## config.mk

```make
export PLATFORM = sky130hd
export DESIGN_NAME = csr_file
export DESIGN_NICKNAME = d
export VERILOG_FILES = /design/src/rtl/csr_file.sv
export SDC_FILE = /design/constraint.sdc
export NUM_CORES = 1
export LEC_CHECK = 0
export CELL_PAD_IN_SITES_DETAIL_PLACEMENT = 0
export CELL_PAD_IN_SITES_GLOBAL_PLACEMENT = 1
export CORE_AREA = 2 2 155 172
export CTS_CLUSTER_SIZE = 14
export DETAILED_ROUTE_END_ITERATION = 10
export DIE_AREA = 0 0 157 174
export PLACE_DENSITY_LB_ADDON = 0.3
export SYNTH_ARGS = -nofsm -noshare
export SYNTH_HDL_FRONTEND = slang
export SYNTH_SLANG_ARGS = --single-unit
export TNS_END_PERCENT = 5
```

## constraint.sdc

```tcl
create_clock -name clk -period 6 [get_ports clk]
set_input_delay 0.6 -clock clk [delete_from_list [all_inputs] [get_ports clk]]
set_output_delay 0.6 -clock clk [all_outputs]
set_load 0.1 [all_outputs]
```

## src/rtl/csr_file.sv

```systemverilog
// csr_file: machine-mode CSR register file with trap entry, mret and CSR read/modify/write.
// Define CSR_COUNTERS_EN to build the 64-bit mcycle/minstret counters and their read-only aliases.
module csr_file #(
   parameter logic [31:0] HART_ID     = 32'h00000000,
   parameter logic [31:0] MISA_VALUE  = 32'h40000100,
   parameter logic [31:0] MTVEC_RESET = 32'h00000000
) (
   input  logic        clk,
   input  logic        reset,
   input  logic        csr_valid,
   input  logic [1:0]  csr_op,
   input  logic [11:0] csr_addr,
   input  logic [31:0] csr_wdata,
   input  logic        csr_no_write,
   input  logic        instr_retire,
   input  logic        trap_valid,
   input  logic [31:0] trap_cause,
   input  logic [31:0] trap_pc,
   input  logic [31:0] trap_tval,
   input  logic        mret,
   output logic [31:0] csr_rdata,
   output logic        csr_illegal,
   output logic [31:0] trap_vector,
   output logic [31:0] epc,
   output logic        irq_enable
);

   localparam logic [1:0]  OP_NONE    = 2'b00;
   localparam logic [1:0]  OP_RW      = 2'b01;
   localparam logic [1:0]  OP_RS      = 2'b10;
   localparam logic [1:0]  OP_RC      = 2'b11;

   localparam logic [11:0] A_MSTATUS  = 12'h300;
   localparam logic [11:0] A_MISA     = 12'h301;
   localparam logic [11:0] A_MTVEC    = 12'h305;
   localparam logic [11:0] A_MSCRATCH = 12'h340;
   localparam logic [11:0] A_MEPC     = 12'h341;
   localparam logic [11:0] A_MCAUSE   = 12'h342;
   localparam logic [11:0] A_MTVAL    = 12'h343;
   localparam logic [11:0] A_MHARTID  = 12'hF14;
`ifdef CSR_COUNTERS_EN
   localparam logic [11:0] A_MCYCLE    = 12'hB00;
   localparam logic [11:0] A_MCYCLEH   = 12'hB80;
   localparam logic [11:0] A_MINSTRET  = 12'hB02;
   localparam logic [11:0] A_MINSTRETH = 12'hB82;
   localparam logic [11:0] A_CYCLE     = 12'hC00;
   localparam logic [11:0] A_CYCLEH    = 12'hC80;
   localparam logic [11:0] A_INSTRET   = 12'hC02;
   localparam logic [11:0] A_INSTRETH  = 12'hC82;
`endif

   logic        mie_r;
   logic        mpie_r;
   logic [29:0] mtvec_r;
   logic [29:0] mepc_r;
   logic [31:0] mscratch_r;
   logic [31:0] mcause_r;
   logic [31:0] mtval_r;
`ifdef CSR_COUNTERS_EN
   logic [63:0] mcycle_r;
   logic [63:0] minstret_r;
`endif

   logic        impl_s;
   logic [31:0] old_s;
   logic [31:0] new_s;
   logic        access_s;
   logic        effective_s;
   logic        illegal_s;
   logic        write_s;

   // Address decode and pre-write value of the addressed CSR.
   always_comb begin
      impl_s = 1'b1;
      old_s  = 32'h00000000;
      case (csr_addr)
         A_MSTATUS:  old_s = {19'd0, 2'b11, 3'd0, mpie_r, 3'd0, mie_r, 3'd0};
         A_MISA:     old_s = MISA_VALUE;
         A_MTVEC:    old_s = {mtvec_r, 2'b00};
         A_MSCRATCH: old_s = mscratch_r;
         A_MEPC:     old_s = {mepc_r, 2'b00};
         A_MCAUSE:   old_s = mcause_r;
         A_MTVAL:    old_s = mtval_r;
         A_MHARTID:  old_s = HART_ID;
`ifdef CSR_COUNTERS_EN
         A_MCYCLE,    A_CYCLE:    old_s = mcycle_r[31:0];
         A_MCYCLEH,   A_CYCLEH:   old_s = mcycle_r[63:32];
         A_MINSTRET,  A_INSTRET:  old_s = minstret_r[31:0];
         A_MINSTRETH, A_INSTRETH: old_s = minstret_r[63:32];
`endif
         default: begin
            impl_s = 1'b0;
            old_s  = 32'h00000000;
         end
      endcase
   end

   // Read-modify-write value for the requested operation.
   always_comb begin
      case (csr_op)
         OP_RW:   new_s = csr_wdata;
         OP_RS:   new_s = old_s | csr_wdata;
         OP_RC:   new_s = old_s & ~csr_wdata;
         default: new_s = old_s;
      endcase
   end

   // A write is dropped when a trap or mret claims the same edge.
   assign access_s    = csr_valid & (csr_op != OP_NONE);
   assign effective_s = (csr_op == OP_RW) | ~csr_no_write;
   assign illegal_s   = access_s & (~impl_s | ((csr_addr[11:10] == 2'b11) & effective_s));
   assign write_s     = access_s & effective_s & ~illegal_s & ~trap_valid & ~mret;

   assign csr_illegal = illegal_s;
   assign csr_rdata   = (csr_valid & ~illegal_s) ? old_s : 32'h00000000;
   assign trap_vector = {mtvec_r, 2'b00};
   assign epc         = {mepc_r, 2'b00};
   assign irq_enable  = mie_r;

   // Machine status and trap state: trap entry beats mret beats a CSR write.
   always_ff @(posedge clk or posedge reset) begin
      if (reset) begin
         mie_r      <= 1'b0;
         mpie_r     <= 1'b0;
         mtvec_r    <= MTVEC_RESET[31:2];
         mepc_r     <= 30'd0;
         mscratch_r <= 32'h00000000;
         mcause_r   <= 32'h00000000;
         mtval_r    <= 32'h00000000;
      end else if (trap_valid) begin
         mepc_r   <= trap_pc[31:2];
         mcause_r <= trap_cause;
         mtval_r  <= trap_tval;
         mpie_r   <= mie_r;
         mie_r    <= 1'b0;
      end else if (mret) begin
         mie_r  <= mpie_r;
         mpie_r <= 1'b1;
      end else if (write_s) begin
         case (csr_addr)
            A_MSTATUS: begin
               mie_r  <= new_s[3];
               mpie_r <= new_s[7];
            end
            A_MTVEC:    mtvec_r    <= new_s[31:2];
            A_MSCRATCH: mscratch_r <= new_s;
            A_MEPC:     mepc_r     <= new_s[31:2];
            A_MCAUSE:   mcause_r   <= new_s;
            A_MTVAL:    mtval_r    <= new_s;
            default:    mscratch_r <= mscratch_r;
         endcase
      end else begin
         mie_r <= mie_r;
      end
   end

`ifdef CSR_COUNTERS_EN
   // Counters: a write to either half replaces that half and suppresses the increment.
   always_ff @(posedge clk or posedge reset) begin
      if (reset) begin
         mcycle_r   <= 64'd0;
         minstret_r <= 64'd0;
      end else begin
         if (write_s && (csr_addr == A_MCYCLE)) begin
            mcycle_r[31:0] <= new_s;
         end else if (write_s && (csr_addr == A_MCYCLEH)) begin
            mcycle_r[63:32] <= new_s;
         end else begin
            mcycle_r <= mcycle_r + 64'd1;
         end

         if (write_s && (csr_addr == A_MINSTRET)) begin
            minstret_r[31:0] <= new_s;
         end else if (write_s && (csr_addr == A_MINSTRETH)) begin
            minstret_r[63:32] <= new_s;
         end else if (instr_retire) begin
            minstret_r <= minstret_r + 64'd1;
         end else begin
            minstret_r <= minstret_r;
         end
      end
   end

   logic unused_s;
   assign unused_s = ^trap_pc[1:0];
`else
   logic unused_s;
   assign unused_s = ^{instr_retire, trap_pc[1:0]};
`endif

endmodule

```

==> ci_impl_report.md, run 1 <==
## Implementation flow summary

| Metric | Value |
|---|---|
| Status | `finished clean` |
| Largest buffer count on any clock path | `2` |
| Slew HR | `24.5%` |
| Clk sinks | `158` |
| Floorplan utilization | `36.2%` |
| Yosys stat cell total | `1036` |
| Ao+oa area frac | `21.5%` |
| Worst path bufs/invs | `3` |
| Max_cap viols | `0` |
| Count of different cell masters after synthesis | `58` |
| Die width | `157 um` |
| Ys flop type | `dfrtp_1` |
| Remaining Overflow, GRT | `0` |
| Initial antenna violation count | `1` |
| I/O pin count | `247` |
| Final Hold Viols | `0` |
| Post_cts resized | `0` |
| Clk_lat worst skew | `0.42 ns` |
| CP Cell Sequence | `clkdlybuf4s50_1, or4b_1, nor4_4, buf_4, a2bb2oi_1, nor2_1, buf_4` |
| Pre-Repair DR Iteration Count | `5` |
| Synthesis-to-finish area growth | `33.4%` |
| Largest net degree at the start of global routing | `72` |
| Pins Over Slew Limit | `0` |
| Vias | `8569` |
| Cell area after synthesis | `0.00930 mm^2` |
| GPL Wtd Cong | `0.825` |
| Arrival time at the worst endpoint | `3.94 ns` |
| Switching share of power | `30.0%` |
| DRC Markers | `0` |
| Most frequent cells in the layout | `nand2_1, clkdlybuf4s50_1, dfrtp_1` |
| Clock skew | `0.00705 ns` |
| Crit path capture | `csr_rdata[31]` |
| Maximum vdd ir drop | `0.000147 V` |
| Reg-to-reg slack, setup | `3.31 ns` |
| Post-synth EDFFs | `0` |
| Critical path origin | `csr_addr[6]` |
| Top non-seq family | `AND-OR/OR-AND gates` |
| Yosys chip area | `0.00930 mm^2` |
| Dpl cells | `1550` |
| Total CTS buffers | `17` |
| Ys Warns | `0` |
| Core area | `0.0257 mm^2` |
| Cycle use final | `75.7%` |
| Final instance area | `0.0124 mm^2` |
| I/O Buffers | `239` |
| Synth async-reset ratio | `100%` |
| Hold path endpoint | `mscratch_r[0]` |
-- run 1: layout make-up --
type,count,area [um^2]
Inverter,48,185
Fill cell,2462,13300
Clock buffer,19,433
Tap cell,352,440
Multi-Input combinational cell,740,4800
Antenna cell,3,7.51
Clock inverter,12,188
Sequential cell,158,3950
Timing Repair Buffer,252,2390
-- run 1: worst min-delay path: stages, from the launching register on --
cell and delay (ns):
dfrtp_1 0.34, nand2_1 0.04, o21ai_0 0.06
-- run 1: power groups by stage --
stage	Combinational [W]	Clock, W	Sequential [W]
after floorplan	0.000232	0	0.00131
after global placement	0.000574	0	0.00118
after detailed placement	0.000579	0	0.00118
after CTS	0.000581	0.00119	0.00116
after global routing	0.000618	0.00123	0.00117
final	0.000578	0.00117	0.00116
-- run 1: flip-flops by register name, summed over array words and instances (netlist names) --
| register | count |
|---|---|
| mcause_r | 32 |
| mscratch_r | 32 |
| mtval_r | 32 |
| mtvec_r | 30 |
| mpie_r | 1 |
| mepc_r | 30 |
| irq_enable | 1 |
-- run 1: cell families (layout without fill, tap and decap cells) --
| kind of cell | Yosys count | after routing |
|---|---|---|
| other | 1 | 7 |
| xor gates and xnor gates | 27 | 27 |
| buffers and inverters | 141 | 331 |
| muxes | 77 | 77 |
| and+or+nand+nor | 363 | 363 |
| DFF | 158 | 158 |
| AOI/OAI and AO/OA | 269 | 269 |
-- run 1: routing by layer --
layer,wire length [um],GRT usage [%],up-vias
met5,0,0,-
met4,660,7.30,0
met3,2130,4.59,37
met2,15400,38.7,307
met1,14600,32.9,4173
li1,-,-,4052
run_1/io_fan.png
Bar = 50 um.
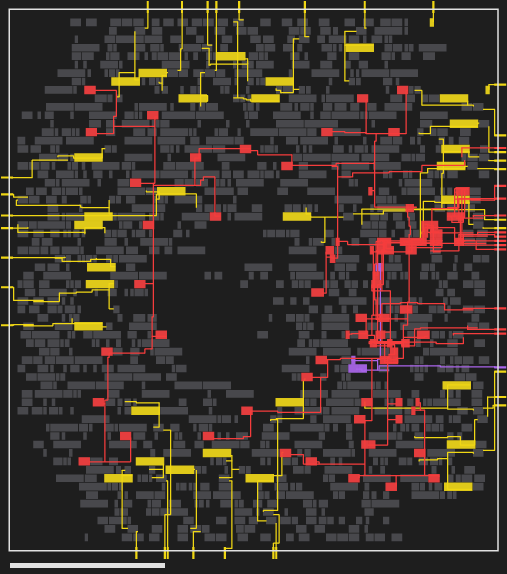
port	color	bits	direction	end cells	buffers	wire
epc	yellow	32	output	32	30	1390 um
mret	purple	1	input	4	1	93.3 um
csr_addr	red	12	input	77	13	1630 um

run_1/placement_by_type.png
Fill, decap, tap and diode cells in gray.
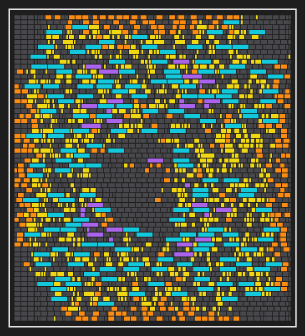
class	color	cells	share of their area
combinational and other logic	yellow	788	42%
clock drivers and dummy loads	purple	31	5.2%
sequential cells	cyan	158	33%
remaining buffers and delay cells	orange	252	20%

run_1/sizes.png
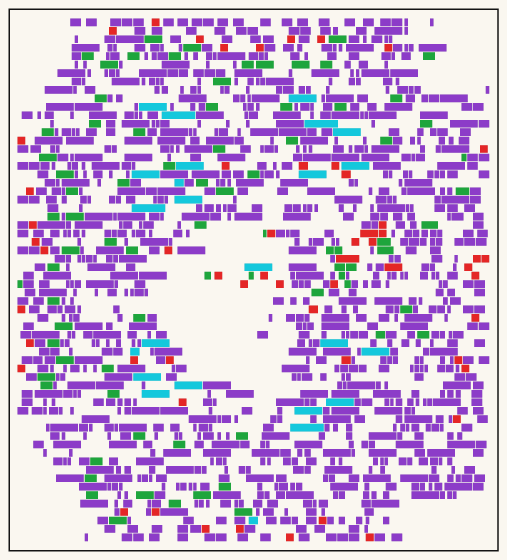
size	color	cells
_2 cells	green	80
_6 and larger	cyan	24
_3 and _4 cells	red	55
_0 and _1 cells	purple	1070

--- run 2 (diff from run 1) ---
Settings changed: CORE_AREA 2 2 155 172 to 2 2 164 182, DIE_AREA 0 0 157 174 to 0 0 166 184.
Clock period 6 ns to 3.99 ns, I/O delays scaled along.
run_2/placement_by_type.png
Fill, decap, tap and diode cells in gray.
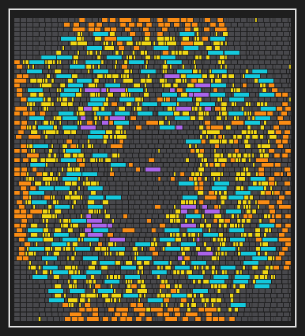
class	color	cells	share of their area
sequential cells	cyan	158	31%
combinational and other logic	yellow	788	40%
clock drivers and dummy loads	purple	32	4.5%
remaining buffers and delay cells	orange	281	24%

==> run 2 against run 1 <==
Sequential cell count unchanged. Die area up 12%. Global-route usage shrank 1.4 points. Wire length rose by 5.2%. Combinational power grew 54%. Sequential power increased by about 50%. Design area rose by 5.0%. Via count is 2.2% higher. First-iteration DRC count grew 20%. Synthesized cell count did not move. Worst setup slack worse by 0.97 ns. Critical path type unchanged. Largest power group is now sequential cells.
==> ci_impl_report.md, run 2 <==
## Implementation flow summary

| Metric | Value |
|---|---|
| Status | `finished clean` |
| Final Hold Viols | `0` |
| Remaining Overflow, GRT | `0` |
| I/O pin count | `247` |
| Synthesis-to-finish area growth | `40.1%` |
| Ys flop type | `dfrtp_1` |
| Cell area after synthesis | `0.00930 mm^2` |
| Largest net degree at the start of global routing | `159` |
| Met1 Track Usage GR | `30.7%` |
| Total CTS buffers | `17` |
| Mi-comb count | `740` |
| Flop share of the area | `30.3%` |
| Ys Warns | `0` |
| Floorplan utilization | `32.6%` |
| Count of different cell masters after synthesis | `58` |
| Fraction of area in non-clock buffers | `23.5%` |
| Synth async-reset ratio | `100%` |
| Met1 Routed Length | `15.8 mm` |
| Most frequent cells in the layout | `nand2_1, clkdlybuf4s50_1, dfrtp_1` |
| Combinational share of cell area | `36.9%` |
| Max-area cell class | `logic gates` |
| Met2 WL | `16.1 mm` |
| Largest buffer count on any clock path | `2` |
| Pre-Repair DR Iteration Count | `5` |
| Max_cap viols | `0` |
| I/O Buffers | `239` |
| Number of non-clock inverters | `48` |
| Post-synth EDFFs | `0` |
| Signal buffers | `281` |
| Slew HR | `30.1%` |
| Switching share of power | `32.5%` |
| M3 GR Usage | `4.67%` |
| Dpl cells | `1595` |
| Busiest grt layer | `met2` |
| DRC Markers | `0` |
| Tap cells | `368` |
| Biggest regs | `mcause_r: 32 flops, mscratch_r: 32 flops, mtval_r: 32 flops` |
run_2/wires.png
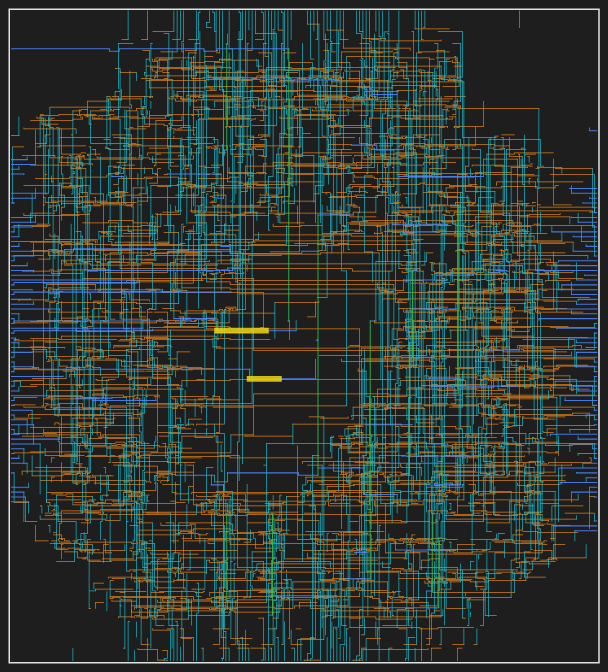
layer	color	wire length
metal 1	orange	15800 um
metal 5	yellow	22.1 um
metal 4	green	573 um
metal 3	blue	1880 um
metal 2	cyan	16100 um

run 2: cell families after synthesis:
| kind of cell | synth area share (%) |
|---|---|
| DFF | 42.5 |
| xor gates and xnor gates | 2.54 |
| AOI/OAI and AO/OA | 21.5 |
| buffers and inverters | 6.34 |
| and+or+nand+nor | 18.2 |
| muxes | 8.89 |
| other | 0.0403 |
run 2: final timing paths:
path	start	endpoint	slack (ns)
setup / recovery	csr_addr[6]	csr_rdata[19]	0.49
hold / removal	mscratch_r[22]	mscratch_r[22]	0.49
setup reg to reg	mtval_r[30]	mtvec_r[28]	1.50
hold reg to reg	mscratch_r[22]	mscratch_r[22]	0.49
max in group asynchronous	reset	mtvec_r[11]	2.67
min in group asynchronous	reset	mtvec_r[20]	0.55
run 2: metrics by stage:
stage | worst slack, ns | TNS, ns | hold WS (ns) | cell area, um^2 | util (%)
after floorplan | -0.171 | -0.171 | 0.442 | 9310 | -
after CTS | 0.501 | 0 | 0.487 | 13000 | 45.6
after detailed placement | 0.529 | 0 | 0.471 | 12500 | 43.7
final | 0.492 | 0 | 0.485 | 13000 | 45.6
after global routing | 0.353 | 0 | 0.511 | 13000 | 45.6
after global placement | 0.560 | 0 | 0.463 | 12500 | 43.7
run 2: power by group through the flow:
stage | sequential, W | combinational, W | clock [W]
floorplan | 0.00196 | 0.000350 | 0
global placement | 0.00177 | 0.000885 | 0
detailed placement | 0.00177 | 0.000892 | 0
CTS | 0.00174 | 0.000895 | 0.00165
global route | 0.00175 | 0.000951 | 0.00171
finish | 0.00174 | 0.000889 | 0.00161
run 2: critical path: stages:
cell and delay, ns:
clkdlybuf4s50_1 0.69, inv_1 0.18, a221oi_1 0.38, nand2_1 0.10, a21oi_1 0.28, o21ai_4 0.30, buf_4 0.30, a21oi_1 0.25
buf_12 0.22
No activity file was given, so power comes from the tool's default toggle rates.
